==> config.mk <==
export PLATFORM = sky130hd
export DESIGN_NAME = alu_mc
export DESIGN_NICKNAME = d
export VERILOG_FILES = /design/src/rtl/alu_mc.sv
export SDC_FILE = /design/constraint.sdc
export NUM_CORES = 1
export LEC_CHECK = 0
export ABC_AREA = 1
export CAP_MARGIN = 20
export CORE_ASPECT_RATIO = 1.2
export CORE_MARGIN = 10
export CORE_UTILIZATION = 33
export DETAILED_ROUTE_END_ITERATION = 16
export PLACE_DENSITY = 0.51
export SLEW_MARGIN = 10
export SYNTH_ARGS = -nofsm -noshare
export SYNTH_HDL_FRONTEND = slang
export SYNTH_SLANG_ARGS = --single-unit
==> constraint.sdc <==
create_clock -name clk -period 7.33 [get_ports clk]
set_input_delay 0.733 -clock clk [delete_from_list [all_inputs] [get_ports clk]]
set_output_delay 0.733 -clock clk [all_outputs]
set_load 0.05 [all_outputs]
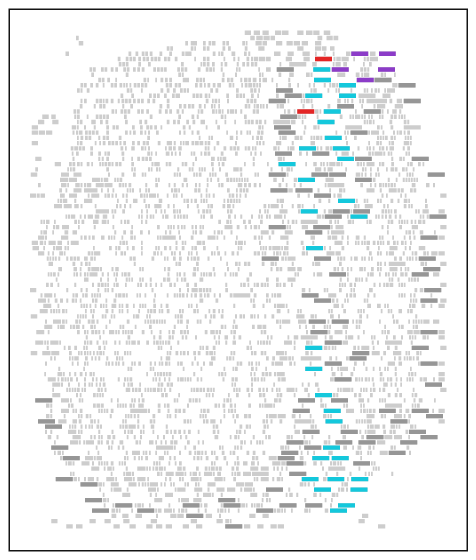
(where the registers sit)
Other sequential cells in the stronger gray, the rest of the logic in the fainter gray.
legend:
  r_cnt:
    color: purple
    placed_flops: 5
    where: top right
  r_mcand:
    color: cyan
    placed_flops: 32
  r_state:
    color: red
    placed_flops: 2
Sequential cell area: 3428 µm²
Flop+latch power: 1.38 mW
flop share of the area: 16.52%
final core utilization: 37.15%

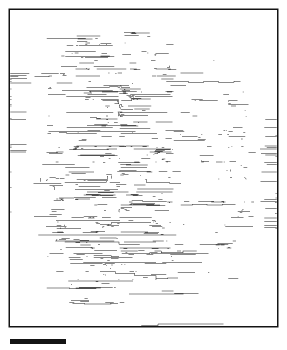
(the metal 3 layer)
Bar = 50 µm.
main direction: horizontal
share of all routed wire: 5.8%
wire length on this layer: 5680 µm
nets with wire on the layer: 360
met3 Track Usage GR: 3.714%
total wire length: 97910 µm
via count: 22390

==> metrics.yaml <==
status: "completed"
path_cells: "buf_2, inv_4, nand2_1, nand3_1, nand3_1, nand3_1, o21ai_2, nor2_1, nor2_1, nand3_1, nor2_1, nand2_1, nor2_1, nand2_1, nor2_1, nand2_1, a21oi_1"
cts_buffers: 17
nets: 3543
cts.sinks: 137
drv_cap: 0
fp_util_pct: 33.21
max_freq_mhz: 236.3
drtIter0Drc: 2328
p_int_mw: 2.875
cts_setup_buffers: 0
core_um2: 55870
cts_tree: "done"
postCtsResizedCells: 0
cts_hold_buf: 0
globalplace.congestion: 1.105
hold_path.class: "primary input to asynchronous set/reset pin"
total_power_mw: 6.467
critical_path_arrival_ns: 4.66
r2r_slack_ns: 3.41
swShare_pct: 55.54
worstSkewPairLatency_ns: 0.49
placementRows: 95
cp_slowest_cell: "buf_2"
grt_antenna_before_repair: 2
grt_pass1_vias: 21870
crit_path_start_kind: "primary input"
routedWlPerCell_um: 24.03
dpl.hpwl_um: 78870
clock_power_share_pct: 14.4
postSynthSeqShare_pct: 18.48
die_y_um: 279.8
power_switching_mw: 3.591
yosysChipArea_um2: 18560
finalHoldViolCount: 0
drive_gt1_share_pct: 3.734
post-route-min-period_ns: 4.232
setup_tns_ns: 0
syn2layout_area_growth_pct: 11.85
yosysCellCount: 3311
yosysWarnings: 0
p_per_area_nw_per_um2: 311.6
die_area_um2: 66150
yosys.area.top_type: "nand2_1"
path_class: "primary input to flip-flop"
logic_area_um2: 13110
grt_pass1_wl_um: 143500
leakage_nw: 10.60
worstMarginPinSlew_ns: 1.096
edf_count: 0
clockBufferDepth: 2
fp_nets: 3519
max_stage_delay_ns: 0.76
warnings: 94
rsz0062_at_grt: "no"
io_pins: 108
crit_path_end_kind: "flip-flop"
syn-instance-count: 3311
ir_drop_mv: 0.2465
drt_first_pass_iters: 6
slew_headroom_pct: 26.73
synth.distinct_cells: 53
antennaDiodeCount: 0
path_common_cell: "nor2_1"
viasPerCell: 5.494
grt_max_degree: 73
route.detailed.drc: 0
top_area_share_pct: 21.91
ys.flops: 137
ant_nets: 0
grt_overflow: 0
die_w_um: 236.5
grt_usage_pct: 28.84
holdWs_ns: 0.2891
cts_max_level: 4
synth_area_um2: 18560
top_cells_by_area: "nand2_1, dfrtp_1, nand3_1"
final.period_utilization_pct: 57.74
nFillCells: 6469
clkTransAtPathRegs_ns: 0.08
rr_worst_depth: 20
ff_type: "dfrtp_1"
comb_power_share_pct: 64.2
setup_viol: 0
cts-root-buf: "clkbuf_16"
cp.required_ns: 7.75
portBuffers: 107
synthArstFlopShare_pct: 100.0
path_max_fanout: 39
slew_violations: 0
p_seq_share_pct: 21.4
skew_ns: 0.01620
avgSynthCellArea_um2: 5.604
[final cells by class]
class | count | area share [%]
repair buffers | 141 | 6.300
inverters | 370 | 6.722
flip-flops and latches | 137 | 16.52
clock buffers | 17 | 2.050
clock inverters | 15 | 0.8561
multi-input cells | 2668 | 63.17
well taps | 727 | 4.383
[kinds of logic after synthesis]
kind of cell	count (synthesis)	synth area share, %
and+or+nand+nor	2082	47.19
DFF	137	18.48
adders and majority gates	136	9.292
AOI/OAI and AO/OA	434	13.23
xor gates and xnor gates	16	0.7552
buffers and inverters	506	11.06
[placed cells by master, fill, tap and decap left out, drive strengths merged, types with 4 or more instances in the layout]
master / count
nand2: 1097
nand3: 492
nor2: 398
inv: 376
o21ai: 154
dfrtp: 137
a21oi: 134
ha: 133
clkdlybuf4s50: 102
a31oi: 85
nand4: 42
buf: 39
nor3: 26
clkbuf: 17
o211ai: 15
xor2: 10
or2: 9
o21bai: 7
and2: 7
o22ai: 7
nand3b: 6
xnor2: 6
a211oi: 6
o21a: 5
nor4: 5
clkinv: 5
a22o: 4
o221ai: 4
[worst max-delay path: cells and delay by family]
| family | cells | cell delay, ns |
|---|---|---|
| AND/OR/NAND/NOR | 13 | 2.41 |
| buffers and inverters | 2 | 1.22 |
| AND-OR/OR-AND | 2 | 0.23 |
[power groups by stage]
stage	Clock [mW]	Sequential, mW	Combinational (mW)
3_5_place_dp	0	1.39	4.09
6_report	0.932	1.38	4.15
3_3_place_gp	0	1.39	4.11
5_1_grt	0.976	1.43	4.59
2_1_floorplan	0	1.56	2.49
4_1_cts	0.947	1.38	4.11
[through the flow]
| step | utilization (%) | std cells | setup slack [ns] | cell area, µm² |
|---|---|---|---|---|
| after global routing | 37.15 | 4075 | 2.915 | 20750 |
| after detailed placement | 36.07 | 4043 | 2.865 | 20150 |
| after global placement | 36.07 | 4043 | 2.849 | 20150 |
| final | 37.15 | 4075 | 3.098 | 20750 |
| after CTS | 37.15 | 4075 | 3.382 | 20750 |
| after floorplan | - | 3311 | 4.228 | 18560 |
[layer usage]
| layer | wire length (µm) | vias to the layer above | share of wire (%) | track usage, % |
|---|---|---|---|---|
| met3 | 5682 | 235 | 5.8 | 3.714 |
| met4 | 8506 | 0 | 8.7 | 22.74 |
| met5 | 0 | - | 0 | 0 |
| li1 | - | 10840 | - | - |
| met1 | 38420 | 10420 | 39 | 33.07 |
| met2 | 45300 | 903 | 46 | 47.92 |
[cells in the mapped netlist (all sizes together), types with 5 or more instances]
cell type	count
a31oi	85
nor4	5
o22ai	7
clkbuf	60
dfrtp	137
nand4	42
o21ai	154
nand2	1097
nor3	26
nand3	492
o21bai	7
xor2	10
o21a	5
nor2	398
a21oi	134
xnor2	6
buf	76
nand3b	6
a211oi	6
or2	9
inv	368
o211ai	15
and2	7
ha	133
Power is estimated from default activity; no workload was simulated.
